[src/rtl/dac_spi_monitor.sv]
// dac_spi_monitor: samples one DAC channel's SYNC/SCLK/DIN in the dataclk
// domain, deserializes 24-bit frames and queues them in a FWFT FIFO.
// Short/long frames raise frame_error; a frame completing while the FIFO
// is full (and not popped that cycle) is dropped with an overflow pulse.
module dac_spi_monitor #(
  parameter int FIFO_DEPTH = 4,
  parameter int FIFO_AW    = 2
) (
  input  logic               dataclk,
  input  logic               reset,
  input  logic               DAC_SYNC,
  input  logic               DAC_SCLK,
  input  logic               DAC_DIN,
  input  logic               rd_en,
  output logic [23:0]        rd_data,
  output logic               rd_ctrl_nonzero,
  output logic               empty,
  output logic               full,
  output logic [FIFO_AW:0]   fifo_level,
  output logic               frame_done,
  output logic               frame_error,
  output logic               overflow,
  output logic [15:0]        frame_count
);

  typedef enum logic [1:0] {IDLE, SHIFT, DONE} state_t;

  // bit_cnt doubles as the DONE sub-state: 24 = push pending,
  // 25 = waiting for SYNC high, 26 = extra fall already flagged.
  localparam logic [4:0] CNT_PUSH  = 5'd24;
  localparam logic [4:0] CNT_WAIT  = 5'd25;
  localparam logic [4:0] CNT_EXTRA = 5'd26;
  localparam logic [FIFO_AW:0] LVL_FULL = (FIFO_AW+1)'(FIFO_DEPTH);
  localparam logic [FIFO_AW:0] LVL_ONE  = (FIFO_AW+1)'(1);
  localparam logic [FIFO_AW-1:0] PTR_ONE = FIFO_AW'(1);

  logic s_sync, s_sclk, s_sclk_d, s_din, fall;
  state_t state_q, state_d;
  logic [4:0]  cnt_q, cnt_d;
  logic [23:0] shreg_q, shreg_d;
  logic push_req, err_d, do_pop, do_push;
  logic [23:0] mem [FIFO_DEPTH];
  logic [FIFO_AW-1:0] wr_ptr, rd_ptr;

  assign fall            = s_sclk_d & ~s_sclk;
  assign empty           = (fifo_level == '0);
  assign full            = (fifo_level == LVL_FULL);
  assign rd_data         = mem[rd_ptr];
  assign rd_ctrl_nonzero = |rd_data[23:16];
  assign do_pop          = rd_en & ~empty;
  assign do_push         = push_req & (~full | do_pop);

  // Register the serial lines; s_sclk_d gives the falling-edge detect.
  always_ff @(posedge dataclk) begin
    if (!reset) begin
      s_sync <= 1'b1; s_sclk <= 1'b1; s_sclk_d <= 1'b1; s_din <= 1'b0;
    end else begin
      s_sync <= DAC_SYNC; s_sclk <= DAC_SCLK; s_sclk_d <= s_sclk; s_din <= DAC_DIN;
    end
  end

  // Frame FSM state, bit counter and shift register.
  always_ff @(posedge dataclk) begin
    if (!reset) begin
      state_q <= IDLE; cnt_q <= '0; shreg_q <= '0;
    end else begin
      state_q <= state_d; cnt_q <= cnt_d; shreg_q <= shreg_d;
    end
  end

  // Next-state: shift on qualified falls, classify frame end.
  always_comb begin
    state_d  = state_q;
    cnt_d    = cnt_q;
    shreg_d  = shreg_q;
    push_req = 1'b0;
    err_d    = 1'b0;
    case (state_q)
      IDLE: begin
        cnt_d = '0;
        if (!s_sync) begin
          state_d = SHIFT;
          if (fall) begin
            shreg_d = {shreg_q[22:0], s_din};
            cnt_d   = 5'd1;
          end
        end
      end
      SHIFT: begin
        if (s_sync) begin
          state_d = IDLE;
          cnt_d   = '0;
          err_d   = (cnt_q != '0);
        end else if (fall) begin
          shreg_d = {shreg_q[22:0], s_din};
          cnt_d   = cnt_q + 5'd1;
          if (cnt_q == 5'd23) state_d = DONE;
        end
      end
      DONE: begin
        push_req = (cnt_q == CNT_PUSH);
        if (cnt_q == CNT_PUSH) cnt_d = CNT_WAIT;
        if (s_sync) begin
          state_d = IDLE;
          cnt_d   = '0;
        end else if (fall && cnt_q != CNT_EXTRA) begin
          err_d = 1'b1;
          cnt_d = CNT_EXTRA;
        end
      end
      default: begin
        state_d = IDLE;
        cnt_d   = '0;
      end
    endcase
  end

  // FIFO storage; no reset needed, content is only read while non-empty.
  always_ff @(posedge dataclk) begin
    if (do_push) mem[wr_ptr] <= shreg_q;
  end

  // FIFO pointers, level, frame counter and status pulses.
  always_ff @(posedge dataclk) begin
    if (!reset) begin
      wr_ptr <= '0; rd_ptr <= '0; fifo_level <= '0; frame_count <= '0;
      frame_done <= 1'b0; frame_error <= 1'b0; overflow <= 1'b0;
    end else begin
      frame_done  <= push_req;
      overflow    <= push_req & ~do_push;
      frame_error <= err_d;
      if (do_push) begin
        wr_ptr      <= wr_ptr + PTR_ONE;
        frame_count <= frame_count + 16'd1;
      end
      if (do_pop) rd_ptr <= rd_ptr + PTR_ONE;
      if (do_push && !do_pop)      fifo_level <= fifo_level + LVL_ONE;
      else if (!do_push && do_pop) fifo_level <= fifo_level - LVL_ONE;
    end
  end

endmodule

[config.mk]
export PLATFORM = sky130hd
export DESIGN_NAME = dac_spi_monitor
export DESIGN_NICKNAME = d
export VERILOG_FILES = /design/src/rtl/dac_spi_monitor.sv
export SDC_FILE = /design/constraint.sdc
export NUM_CORES = 1
export LEC_CHECK = 0
export CAP_MARGIN = 20
export CORE_UTILIZATION = 45
export CTS_CLUSTER_DIAMETER = 50
export DETAILED_ROUTE_END_ITERATION = 8
export SYNTH_ARGS = -nofsm -noshare
export SYNTH_HDL_FRONTEND = slang
export SYNTH_SLANG_ARGS = --single-unit
export TNS_END_PERCENT = 5
[constraint.sdc]
create_clock -name dataclk -period 3.2 [get_ports dataclk]
set_input_delay 0.64 -clock dataclk [delete_from_list [all_inputs] [get_ports dataclk]]
set_output_delay 0.64 -clock dataclk [all_outputs]
set_load 0.1 [all_outputs]
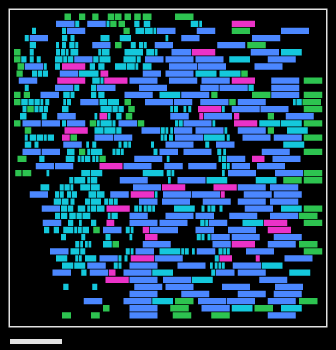
Figure 1: run 1, placed cells, one colour a class.
The bar under the picture is 20 microns long.
[registers] blue | cells: 159 | share of their area: 54%
[remaining buffers and delay cells] green | cells: 68 | share of their area: 11%
[remaining logic cells] cyan | cells: 281 | share of their area: 27%
[clock drivers and dummy loads] magenta | cells: 32 | share of their area: 7.7%
Final Core Density: 57.1%
sequential share of cell area: 52.5%
total core area: 13800 sq um
# rows: 43

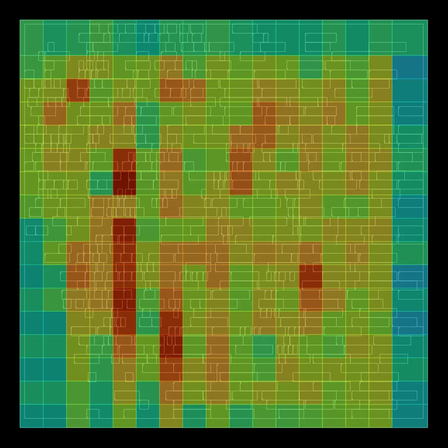
Figure 2: run 1, routing congestion map.
grt met1 use: 22.9%
M2 GR Usage: 29.0%
met3 Track Usage GR: 4.14%
Tot GR Track Use: 18.0%
global route hottest layer: met2

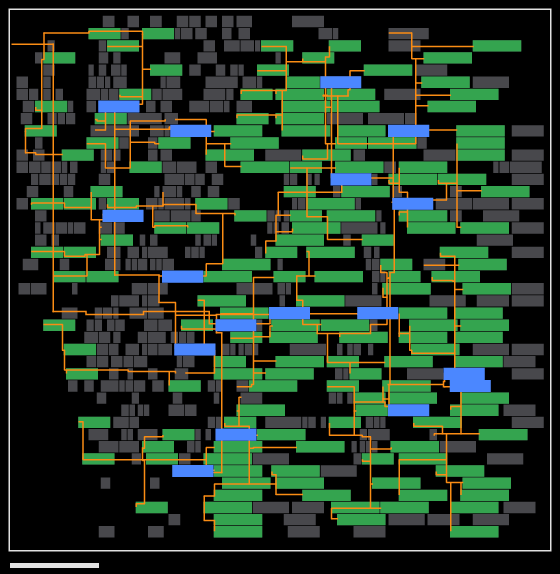
Figure 3: run 1, clock wires, drivers and flops.
The bar under the picture is 20 microns long.
[flip-flops] green | count: 159
[clock wires] orange | length: 1730 microns
[clock-net drivers] blue | count: 17
routed clock nets: 18
Clock group: 1.97 mW
Clock Skew: 0.00740 ns

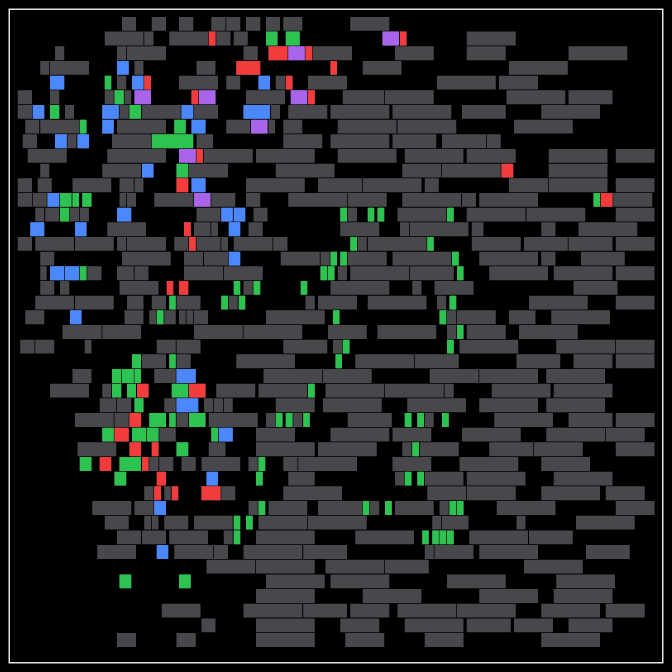
Figure 4: run 1, gate families picked out.
[and/or cells] blue | cells: 31
[nor cells] red | cells: 30
[xor and xnor cells] purple | cells: 8
[nand cells] green | cells: 88
Cell Count, Final, Fillers Out: 720
combinational fraction of the cell area: 25.9%
most numerous logic cell after layout: edfxtp_1

==> results.yml, run 1 <==
# synthesis and place-and-route metrics
routing:
  drtIter0Drc: 273
  wl_per_cell_microns: 16.5
  drtAntennaViolNets: 0
  drtPass1Iterations: 4
  detail_route.vias_per_cell: 5.42
status:
  status: "finished, final reports clean"
synthesis:
  area_leaders: "edfxtp_1 45%, dfxtp_1 20%, mux4_2 8.5%"
  yosys_warnings: 0
  yosysTopAreaCell: "edfxtp_1"
  yosysMostFrequentCell: "edfxtp_1"
  synthFlopType: "edfxtp_1"
  syn_inst: 466
  top_area_share_pct: 45.3
  synth_nets: 486
  synth-edff-count: 96
  synth_area_sq_um: 6360
  yosys_register_bits: 159
clock_network:
  clk_latency_ns: 0.41
  cts_hold_buffers: 0
  h-tree-depth: 4
  numCtsBuffers: 17
sta:
  hold_violations: 0
  rsz0062_at_grt: "false"
  worst_slew_pin_slew_ns: 0.842
  finalCriticalPeriod_ns: 2.93
  setup_viol: 0
  post-route-period-util_pct: 91.5
grt:
  grt_pass1_vias: 3873
  grt_max_degree: 25
  grt_overflow: 0
worst_setup_path:
  reg2reg_from: "cnt_q[0]"
  cp_max_fo: 9
  cp-end-kind: "output pin"
  rrSetupSlack_ns: 0.64
  critical_path_arrival_ns: 2.29
  critPathMaxStageDelay_ns: 0.61
  critPathKind: "reg2out"
  timing.rr.end: "fifo_level[2]"
finish:
  mostFrequentLayoutCells: "96 x edfxtp_1, 62 x dfxtp_1, 59 x nand2_1"
  regMostFlops: "mem"
  antenna_cells: 0
  largest_reg_flops: 96
  syn2layout_area_growth_pct: 24.0
  largestRegisters: "mem: 96 flops, shreg_q: 24 flops, frame_count: 16 flops"
worst_hold_path:
  holdPathEnd: "shreg_q[0]"
  worstHoldStart: "s_din"
  hold_path_class: "reg2reg"
place:
  gp_congestion: 0.822
  placedCellCount: 688
die:
  dieWidth_microns: 121
  ios: 55
  fp_util_pct: 46.0
  chipArea_sq_um: 14600
  die_height_microns: 121
run:
  max_cap_violations: 0
power:
  powerDensity_nw_per_um2: 677
  total_power_mw: 5.34
-- run 1: worst max-delay path: cells and delay by family, from the launching register on --
kind,cells,cell delay [ns]
muxes,1,0.61
DFF,1,0.51
and+or+nand+nor,2,0.56
buffers and inverters,1,0.19
-- run 1: through the flow --
stage	setup WS [ns]	hold slack [ns]	utilization [%]	area [sq um]
floorplan	-0.431	0.417	-	6370
global route	0.175	0.494	57.1	7890
CTS	0.0457	0.456	57.1	7890
detailed placement	0.145	0.450	52.8	7300
global placement	0.245	0.445	52.8	7300
finish	0.272	0.460	57.1	7890
-- run 1: where the power goes --
group	leakage, nW	internal [mW]	switching, mW
clock	0.292	1.18	0.788
combinational	1.04	0.373	0.769
sequential	1.40	2.17	0.0497
total	2.73	3.73	1.61
-- run 1: routing by layer --
metal / global-route usage, % / wire [microns]
met5: 0 / 0
met4: 8.49 / 244
met3: 4.14 / 377
met2: 29.0 / 5930
met1: 22.9 / 5310
-- run 1: worst max-delay path by stage --
stage,to
after detailed placement,fifo_level[2]
after floorplan,fifo_level[2]
after global routing,rd_ctrl_nonzero
after CTS,rd_ctrl_nonzero
final,rd_ctrl_nonzero
after global placement,fifo_level[2]
-- run 1: logic make-up (layout without fill, tap and decap cells) --
group                    after synthesis  in the layout  share of synthesized area (%)
buffers and inverters                 39            113                           2.99
multiplexers                          27             27                           8.97
flip-flops                           159            159                           65.1
adder cells (fa/ha/maj)               14             14                           2.87
AND-OR/OR-AND                         70             70                           6.47
XOR/XNOR                               8              8                           1.10
AND/OR/NAND/NOR                      149            149                           12.5
-- run 1: cell type report --
type	count	area (sq um)
clock inverter	11	101
timing repair buffer	68	836
clock buffer	21	492
fill	1072	5940
sequential	159	4150
tap	180	225
multi-input combinational	268	2040
inverter	13	48.8
--- run 2 (diff from run 1) ---
- CORE_MARGIN: not set -> 5
- CORE_UTILIZATION: 45 -> 57
- PLACE_DENSITY: not set -> 0.79
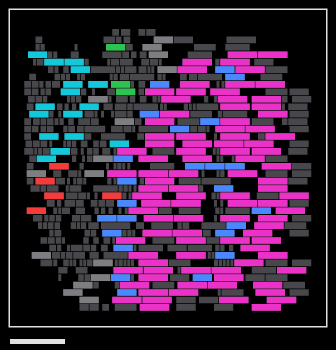
Figure 5: run 2, sequential cells grouped by signal name.
The bar under the picture is 20 microns long. Other sequential cells in the stronger grey, the rest of the logic in the fainter grey.
[frame_count] cyan | flops: 16
[cnt_q] red | flops: 5 | where: left middle
[shreg_q] blue | flops: 24
[mem] magenta | flops: 96
[fifo_level] green | flops: 3
not coloured: 15
seq pwr: 2.22 mW
Flop area: 4140 sq um
Final Core Density: 72.0%
sequential share of cell area: 52.8%

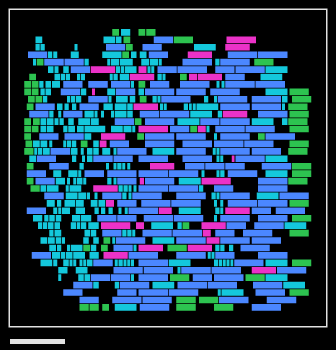
Figure 6: run 2, placed cells, one colour a class.
The bar under the picture is 20 microns long.
[remaining logic cells] cyan | cells: 281 | share of their area: 27%
[remaining buffers and delay cells] green | cells: 65 | share of their area: 11%
[clock drivers and dummy loads] magenta | cells: 32 | share of their area: 8.1%
[registers] blue | cells: 159 | share of their area: 54%
total core area: 10900 sq um
fin area: 7840 sq um
# rows: 38

==> results.yml, run 2 <==
# synthesis and place-and-route metrics
worst_setup_path:
  cp-end-kind: "output pin"
  cp_top_family: "multiplexers"
  critPathKind: "reg2out"
  rrSetupSlack_ns: 0.43
  cp_max_fo: 16
  crit_buf_inv: 2
die:
  dieWidth_microns: 116
  die_height_microns: 116
  chipArea_sq_um: 13400
  fp_util_pct: 58.4
  ios: 55
synthesis:
  synth_nets: 486
  yosysChipArea_sq_um: 6360
  synthFlopType: "edfxtp_1"
  yosysTopAreaCell: "edfxtp_1"
  syn_area_per_cell_sq_um: 13.7
  area_leaders: "edfxtp_1 45%, dfxtp_1 20%, mux4_2 8.5%"
  top_cells_by_count: "96 x edfxtp_1, 63 x dfxtp_1, 59 x nand2_1"
  yosys_warnings: 0
  synth-edff-count: 96
  synth_area_sq_um: 6360
  yosysMostFrequentCell: "edfxtp_1"
  ys_sh_adder_pct: 2.87
  syn_inst: 466
  xor_share_pct: 1.10
  top_area_share_pct: 45.3
  yosys_register_bits: 159
  netlist_logic_family_top: "simple AND/OR/NAND/NOR gates"
  ys_sh_mux_pct: 8.97
  ys_sh_aoi_pct: 6.47
  simple_gate_area_share_pct: 12.5
sta:
  holdWs_ns: 0.458
  setup_viol: 0
  fin_skew_ns: 0.0122
  post-route-period-util_pct: 94.6
  worst_slew_pin_slew_ns: 0.860
  rsz0062_at_grt: "false"
  finalCriticalPeriod_ns: 3.03
place:
  placed_area_sq_um: 7220
  pre_cts_ws_ns: 0.116
  gp_congestion: 0.806
routing:
  drtAntennaViolNets: 0
  drtIter0Drc: 246
  detail_route.vias_per_cell: 5.91
  wl_per_cell_microns: 18.4
  drtPass1Iterations: 5
power:
  powerDensity_nw_per_um2: 696
  total_power_mw: 5.46
clock_network:
  numCtsBuffers: 17
  path_clk_slew_ns: 0.06
  h-tree-depth: 4
  clk_latency_ns: 0.52
  cts_hold_buffers: 0
finish:
  regMostFlops: "mem"
  largest_reg_flops: 96
  lay_top_count: "edfxtp_1"
  largestRegisters: "mem: 96 flops, shreg_q: 24 flops, frame_count: 16 flops"
  syn2layout_area_growth_pct: 23.3
  final_cells: 677
  mostFrequentLayoutCells: "96 x edfxtp_1, 63 x dfxtp_1, 59 x nand2_1"
worst_hold_path:
  hold_path_class: "reg2reg"
grt:
  grt_usage_pct: 20.2
  grt_max_degree: 31
  grt_pass1_vias: 4046
status:
  status: "finished, final reports clean"
run:
  max_cap_violations: 0
-- run 2: layer usage --
metal / track usage (%) / share of wire (%) / up-vias
met4: 7.58 / 1.7 / 0
met2: 35.1 / 52 / 134
li1: - / - / 1858
met3: 5.54 / 5.5 / 20
met1: 24.2 / 41 / 1986
met5: 0 / 0 / -
-- run 2: cell families (layout without fill, tap and decap cells) --
| logic type | count (synthesis) | count (layout) |
|---|---|---|
| DFF | 159 | 159 |
| and+or+nand+nor | 149 | 149 |
| AOI/OAI and AO/OA | 70 | 70 |
| buffers and inverters | 39 | 110 |
| muxes | 27 | 27 |
| adders and majority gates | 14 | 14 |
| xor gates and xnor gates | 8 | 8 |
-- run 2: worst paths after layout --
path,startpoint,end,cells past startpoint
worst max-delay path,flop,rd_ctrl_nonzero,5
worst min-delay path,s_din,shreg_q[0],2
worst max register to register,cnt_q[0],fifo_level[2],10
worst min register to register,s_din,shreg_q[0],2
-- run 2: worst register-to-register path, stage by stage (launching register included) --
cell     delay [ns]
dfxtp_1        0.33
inv_1          0.10
ha_1           0.18
and4b_1        0.39
and3_2         0.36
ha_1           0.23
inv_1          0.07
fa_1           0.38
xor2_1         0.19
or3_1          0.32
a21oi_1        0.15
-- run 2: power breakdown --
group,total [mW],internal (mW),switching [mW]
Clock,2.09,1.29,0.801
Combinational,1.15,0.370,0.779
Sequential,2.22,2.17,0.0413
-- run 2: area by class of cell --
| type | count | area (sq um) |
|---|---|---|
| clock buffers | 19 | 432 |
| clock inverters | 13 | 189 |
| fillers | 688 | 3040 |
| inverters | 13 | 48.8 |
| multi-input cells | 268 | 2040 |
| flip-flops and latches | 159 | 4140 |
| well taps | 140 | 175 |
| repair buffers | 65 | 813 |
Power figures rest on the tool's default switching activity, not on a simulated workload.
